<file path="config.mk">
export PLATFORM = sky130hd
export DESIGN_NAME = rgb_region_checksum
export DESIGN_NICKNAME = d
export VERILOG_FILES = /design/src/rtl/rgb_region_checksum_pkg.sv /design/src/rtl/rgb_region_checksum_crc16_word_step.sv /design/src/rtl/rgb_region_checksum.sv
export SDC_FILE = /design/constraint.sdc
export NUM_CORES = 1
export LEC_CHECK = 0
export ABC_AREA = 0
export ABC_CLOCK_PERIOD_IN_PS = 5200
export CAP_MARGIN = 20
export CORE_ASPECT_RATIO = 0.5
export CORE_MARGIN = 2
export CORE_UTILIZATION = 40
export CTS_CLUSTER_DIAMETER = 30
export DETAILED_ROUTE_END_ITERATION = 10
export PLACE_DENSITY_LB_ADDON = 0.15
export SLEW_MARGIN = 20
export SYNTH_ARGS = -nofsm -noshare
export SYNTH_HDL_FRONTEND = slang
export SYNTH_SLANG_ARGS = --single-unit
</file>
<file path="constraint.sdc">
create_clock -name CLOCK_50_I -period 5.2 [get_ports CLOCK_50_I]
set_input_delay 1.04 -clock CLOCK_50_I [delete_from_list [all_inputs] [get_ports CLOCK_50_I]]
set_output_delay 1.04 -clock CLOCK_50_I [all_outputs]
set_load 0.05 [all_outputs]
</file>
<file path="src/rtl/rgb_region_checksum_pkg.sv">
// Shared definitions for the SRAM-side processing chain: state encodings,
// RGB region geometry and CRC constants.
package project_pkg;

  typedef enum logic [1:0] {
    S_IDLE,
    S_M1,
    S_CHECK
  } top_state_type;

  typedef enum logic [1:0] {
    S_CK_IDLE,
    S_CK_ISSUE,
    S_CK_DRAIN,
    S_CK_DONE
  } ck_state_type;

  localparam logic [17:0] RGB_BASE_ADDR  = 18'h23E00;
  localparam int          RGB_WORD_COUNT = 115200;
  localparam int          SRAM_RD_LAT    = 2;
  localparam logic [15:0] CRC16_POLY     = 16'h1021;
  localparam logic [15:0] CRC16_INIT     = 16'hFFFF;

endpackage

</file>
<file path="src/rtl/rgb_region_checksum_crc16_word_step.sv">
// One 16-bit word of CRC-16/CCITT-FALSE: 16 bit-serial steps, MSB first,
// unrolled into a single combinational stage.
module crc16_word_step
  import project_pkg::*;
(
  input  logic [15:0] crc_in,
  input  logic [15:0] data,
  output logic [15:0] crc_out
);

  logic [15:0] c;

  always_comb begin
    c = crc_in;
    for (int i = 15; i >= 0; i--) begin
      if (c[15] ^ data[i]) c = {c[14:0], 1'b0} ^ CRC16_POLY;
      else                 c = {c[14:0], 1'b0};
    end
    crc_out = c;
  end

endmodule

</file>
<file path="src/rtl/rgb_region_checksum.sv">
// Streams the RGB display region back out of SRAM and folds every word into
// a modulo-2^16 sum and a CRC-16/CCITT-FALSE for on-board golden checking.
module rgb_region_checksum
  import project_pkg::*;
#(
  parameter logic [17:0] BASE_ADDRESS = RGB_BASE_ADDR,
  parameter int          WORD_COUNT   = RGB_WORD_COUNT,
  parameter int          READ_LATENCY = SRAM_RD_LAT,
  parameter logic [15:0] CRC_INIT     = CRC16_INIT
)(
  input  logic        CLOCK_50_I,
  input  logic        resetn,
  input  logic        start,
  input  logic [15:0] SRAM_read_data,
  input  logic [15:0] expected_crc,
  output logic [17:0] SRAM_address,
  output logic        SRAM_we_n,
  output logic [15:0] SRAM_write_data,
  output logic        busy,
  output logic        done,
  output logic [15:0] sum,
  output logic [15:0] crc,
  output logic        match
);

  localparam int CW = $clog2(WORD_COUNT + 1);

  ck_state_type            state, state_n;
  logic [CW-1:0]           issue_cnt;
  logic [READ_LATENCY-1:0] vld_pipe;
  logic                    done_seen;
  logic                    match_q;
  logic                    vld_tail;
  logic                    last_issue;
  logic                    drain_last;
  logic [15:0]             crc_next;

  assign SRAM_we_n       = 1'b1;
  assign SRAM_write_data = 16'h0000;
  assign busy            = (state == S_CK_ISSUE) || (state == S_CK_DRAIN);
  assign vld_tail        = vld_pipe[READ_LATENCY-1];
  assign last_issue      = (issue_cnt == CW'(WORD_COUNT - 1));
  assign match           = match_q & done_seen;

  // Drain ends on the cycle whose shift leaves the pipe empty: only the tail may still be set.
  always_comb begin
    drain_last = 1'b1;
    for (int i = 0; i < READ_LATENCY - 1; i++)
      if (vld_pipe[i]) drain_last = 1'b0;
  end

  always_comb begin
    state_n = state;
    unique case (state)
      S_CK_IDLE:  if (start)      state_n = S_CK_ISSUE;
      S_CK_ISSUE: if (last_issue) state_n = S_CK_DRAIN;
      S_CK_DRAIN: if (drain_last) state_n = S_CK_DONE;
      S_CK_DONE:                  state_n = S_CK_IDLE;
      default:                    state_n = S_CK_IDLE;
    endcase
  end

  always_ff @(posedge CLOCK_50_I or negedge resetn) begin
    if (!resetn) state <= S_CK_IDLE;
    else         state <= state_n;
  end

  crc16_word_step u_crc (
    .crc_in  (crc),
    .data    (SRAM_read_data),
    .crc_out (crc_next)
  );

  always_ff @(posedge CLOCK_50_I or negedge resetn) begin
    if (!resetn) begin
      SRAM_address <= BASE_ADDRESS;
      issue_cnt    <= '0;
      vld_pipe     <= '0;
      done         <= 1'b0;
      done_seen    <= 1'b0;
      match_q      <= 1'b0;
      sum          <= 16'h0000;
      crc          <= CRC_INIT;
    end else begin
      done        <= 1'b0;
      vld_pipe[0] <= (state == S_CK_ISSUE);
      for (int i = 1; i < READ_LATENCY; i++) vld_pipe[i] <= vld_pipe[i-1];
      // Tail marks the word issued READ_LATENCY cycles ago arriving on the bus now.
      if (vld_tail) begin
        sum <= sum + SRAM_read_data;
        crc <= crc_next;
      end
      unique case (state)
        S_CK_IDLE: if (start) begin
          sum          <= 16'h0000;
          crc          <= CRC_INIT;
          match_q      <= 1'b0;
          done_seen    <= 1'b0;
          issue_cnt    <= '0;
          SRAM_address <= BASE_ADDRESS;
        end
        S_CK_ISSUE: begin
          SRAM_address <= SRAM_address + 18'd1;
          issue_cnt    <= issue_cnt + 1'b1;
        end
        S_CK_DONE: begin
          done      <= 1'b1;
          done_seen <= 1'b1;
          match_q   <= (crc == expected_crc);
        end
        default: ;
      endcase
    end
  end

endmodule
</file>
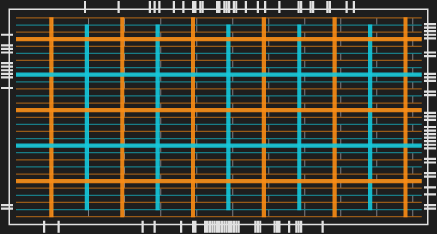
Figure 1: run 1, floorplan with the power grid.
Pins as bars on the die edge. Tap cells in grey.
legend:
  cyan:
    net: VDD
  orange:
    net: VSS
met5 straps: 5
met4 straps: 11
die width: 160 um
CORE AREA: 0.0118 mm2
Peak VDD IR: 0.349 mV
Die Ht: 81.9 um

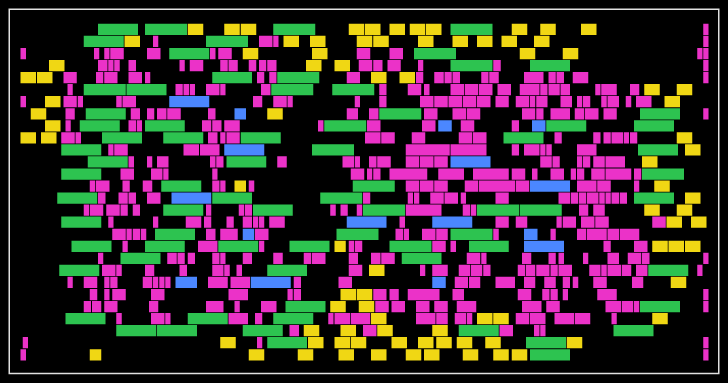
Figure 2: run 1, cells coloured by class.
legend:
  green:
    class: registers
    cells: 74
    share_of_their_area: 32%
  yellow:
    class: remaining buffers and delay cells
    cells: 89
    share_of_their_area: 15%
  blue:
    class: clock drivers and dummy loads
    cells: 16
    share_of_their_area: 4.9%
  magenta:
    class: remaining logic cells
    cells: 416
    share_of_their_area: 48%
Seq area share: 0.308
Util after Layout: 0.516

==> run notes, run 1 <==
fresh numbers from the pnr run: run status=completed, largest net degree at the start of global routing=75, tool warnings=29, Final Hold Vio Count=0, Reg power frac=0.219, most numerous cell on the critical path=a21oi_1, tap cell count=165, endpoint type of the worst setup path=flip-flop, Critical Path Sink=sum[14]$_DFF_PN0_, hold buffer count at cts=0, Mapped Cells=507, maximum buffer depth of the clock tree=2, NumNets Final=647, CP required=5.40 ns, number of global-route vias before repair=3,599, power density over the cells=745 mW/mm2, initial antenna violation count=0, Root Driver=clkbuf_16, dominant cell by count in the synthesized netlist=xnor2_1, multi-input gates=409, max-slew violations=0, met3 GRT Util=0.0434, crit path DAT=3.44 ns, Reg-to-Reg Start=state[0]$_DFFE_PN0P_, Worst Hold Class=flip-flop to flip-flop, Critical Path Fanout Max=3, routed length per placed instance=15.5 um, final worst-path cycle share=0.624, Worst path max stage delay=0.53 ns, Buffers on Ports=87, sw power=0.00206 W, FF+latch area=0.00188 mm2, Non-clk bufs=89, CTS tree=built, unrepaired setup endpoints after global routing=false, Mux cell area share=0.0294, H-tree depth=3, Top Metal Used=met4, fmax=308 MHz, Synth Flop Type=dfrtp_1, Adder Area Share=0.0582, Gate Area=0.00282 mm2, Buffers & Inverters on Critical Path=1
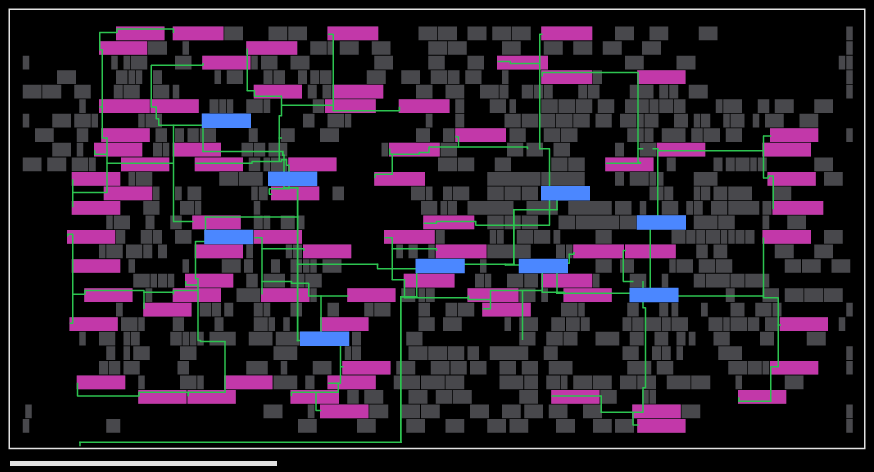
Figure 3: run 1, clock network drawn from the DEF.
Scale bar: 50 um.
legend:
  green:
    item: clock wires
    length: 1,130 um
  magenta:
    item: flip-flops
    count: 74
  blue:
    item: clock-net drivers
    count: 9
flops lie: all over the die
Latency at later pin: 0.33 ns
Clock group: 0.000604 W
clock power share: 0.133
clk_skew: 0.00699 ns

==> run 1: per-stage QoR <==
step	setup slack (ns)	std cells	total power, W	cell area (um2)
after floorplan	2.27	522	0.00328	4910
final	1.95	760	0.00455	6110
after global routing	1.83	760	0.00486	6110
after global placement	1.63	744	0.00391	5820
after CTS	1.96	760	0.00456	6110
after detailed placement	1.62	744	0.00394	5820
==> run 1: cell usage in the layout (no fill, tap or decap), types with 15 or more instances in the layout <==
master / count
clkdlybuf4s50_1: 86
xnor2_1: 61
dfrtp_1: 52
nor2_1: 50
nand2_1: 45
o21ai_0: 28
xor2_1: 28
dfstp_2: 22
ha_1: 21
a21oi_1: 18
nand3_1: 18
conb_1: 17
nand4_1: 15
Figure 4. Routing congestion (run 1).
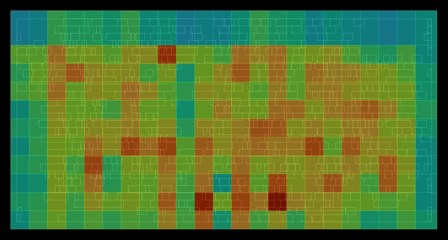

## Run 2: what changed since run 1
- ABC_CLOCK_PERIOD_IN_PS: 5200 -> 3100
- clock period: 5.2 -> 3.1 ns (I/O delays scaled with it)
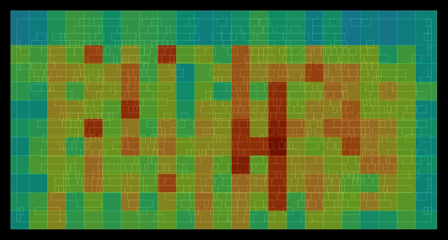
Figure 5: run 2, routing congestion.
total track usage: 0.186
Util after Layout: 0.525

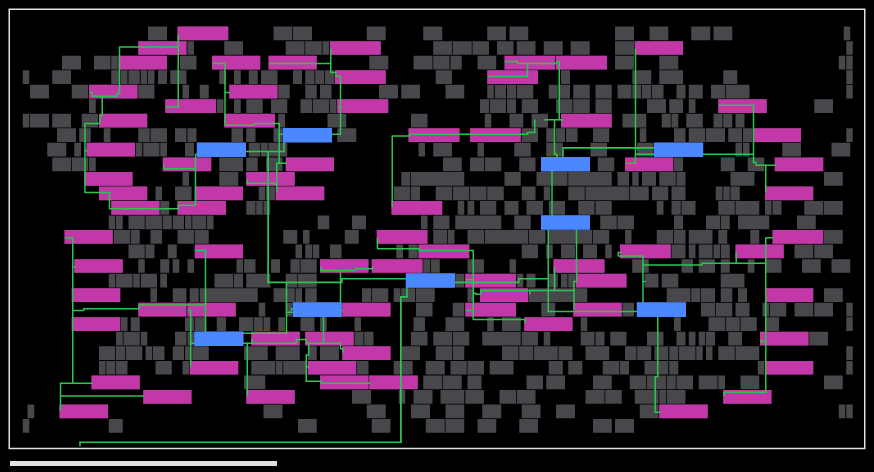
Figure 6: run 2, clock network drawn from the DEF.
Scale bar: 50 um.
legend:
  magenta:
    item: flip-flops
    count: 74
  blue:
    item: clock-net drivers
    count: 9
  green:
    item: clock wires
    length: 1,060 um
flops lie: all over the die
clk_skew: 0.00528 ns
clock power share: 0.144
Latency at later pin: 0.34 ns
Clock group: 0.00113 W

==> run notes, run 2 <==
fresh numbers from the pnr run: tool warnings=29 (unchanged), H-tree depth=3 (unchanged), Mux cell area share=0.0294 (unchanged), met3 GRT Util=0.0424 (-0.00101), Tot Pwr=0.00781 W (+72%), hold buffer count at cts=0 (unchanged), most frequent logic cell in the layout=clkdlybuf4s50_1, endpoint type of the worst setup path=flip-flop, fmax=357 MHz, crit path DAT=3.00 ns (-0.44 ns), CORE AREA=0.0118 mm2 (unchanged), unrepaired setup endpoints after global routing=false, power density over the cells=1260 mW/mm2 (+69%), number of global-route vias before repair=3,651 (+1.4%), Buffers on Ports=87 (unchanged), sw power=0.00340 W (+66%), maximum buffer depth of the clock tree=2 (unchanged), Worst Hold Class=flip-flop to flip-flop, Synth Flop Type=dfrtp_1, placed cell areas=0.00590 mm2 (+1.4%), run status=completed, die width=160 um (unchanged), post-place setup slack=-0.0125 ns (-1.63 ns), NumNets Final=658 (+1.7%), Reg-to-Reg Start=sum[0]$_DFF_PN0_
run 2: layout make-up:
type	instances	area [um2]	area share
clock buffers	10	229	0.0368
clock inverters	6	90.1	0.0145
inverters	7	26.3	0.00423
multi-input cells	409	2820	0.454
flip-flops and latches	74	1880	0.302
well taps	165	206	0.0332
repair buffers	100	966	0.155
run 2: metal layers:
metal  vias up  share of wire
met2        88           0.46
met4         0         0.0095
met1      1861           0.49
met5         -              0
li1       1928              -
met3         9          0.044
run 2: worst max-delay path: stages:
cell,delay (ns)
clkdlybuf4s50_1,0.43
ha_1,0.26
fa_1,0.43
a21o_1,0.20
nand4_1,0.12
a21oi_1,0.13
o41ai_1,0.36
buf_4,0.19
mux2i_1,0.18
a21oi_1,0.08
Power figures rest on the tool's default switching activity, not on a simulated workload.
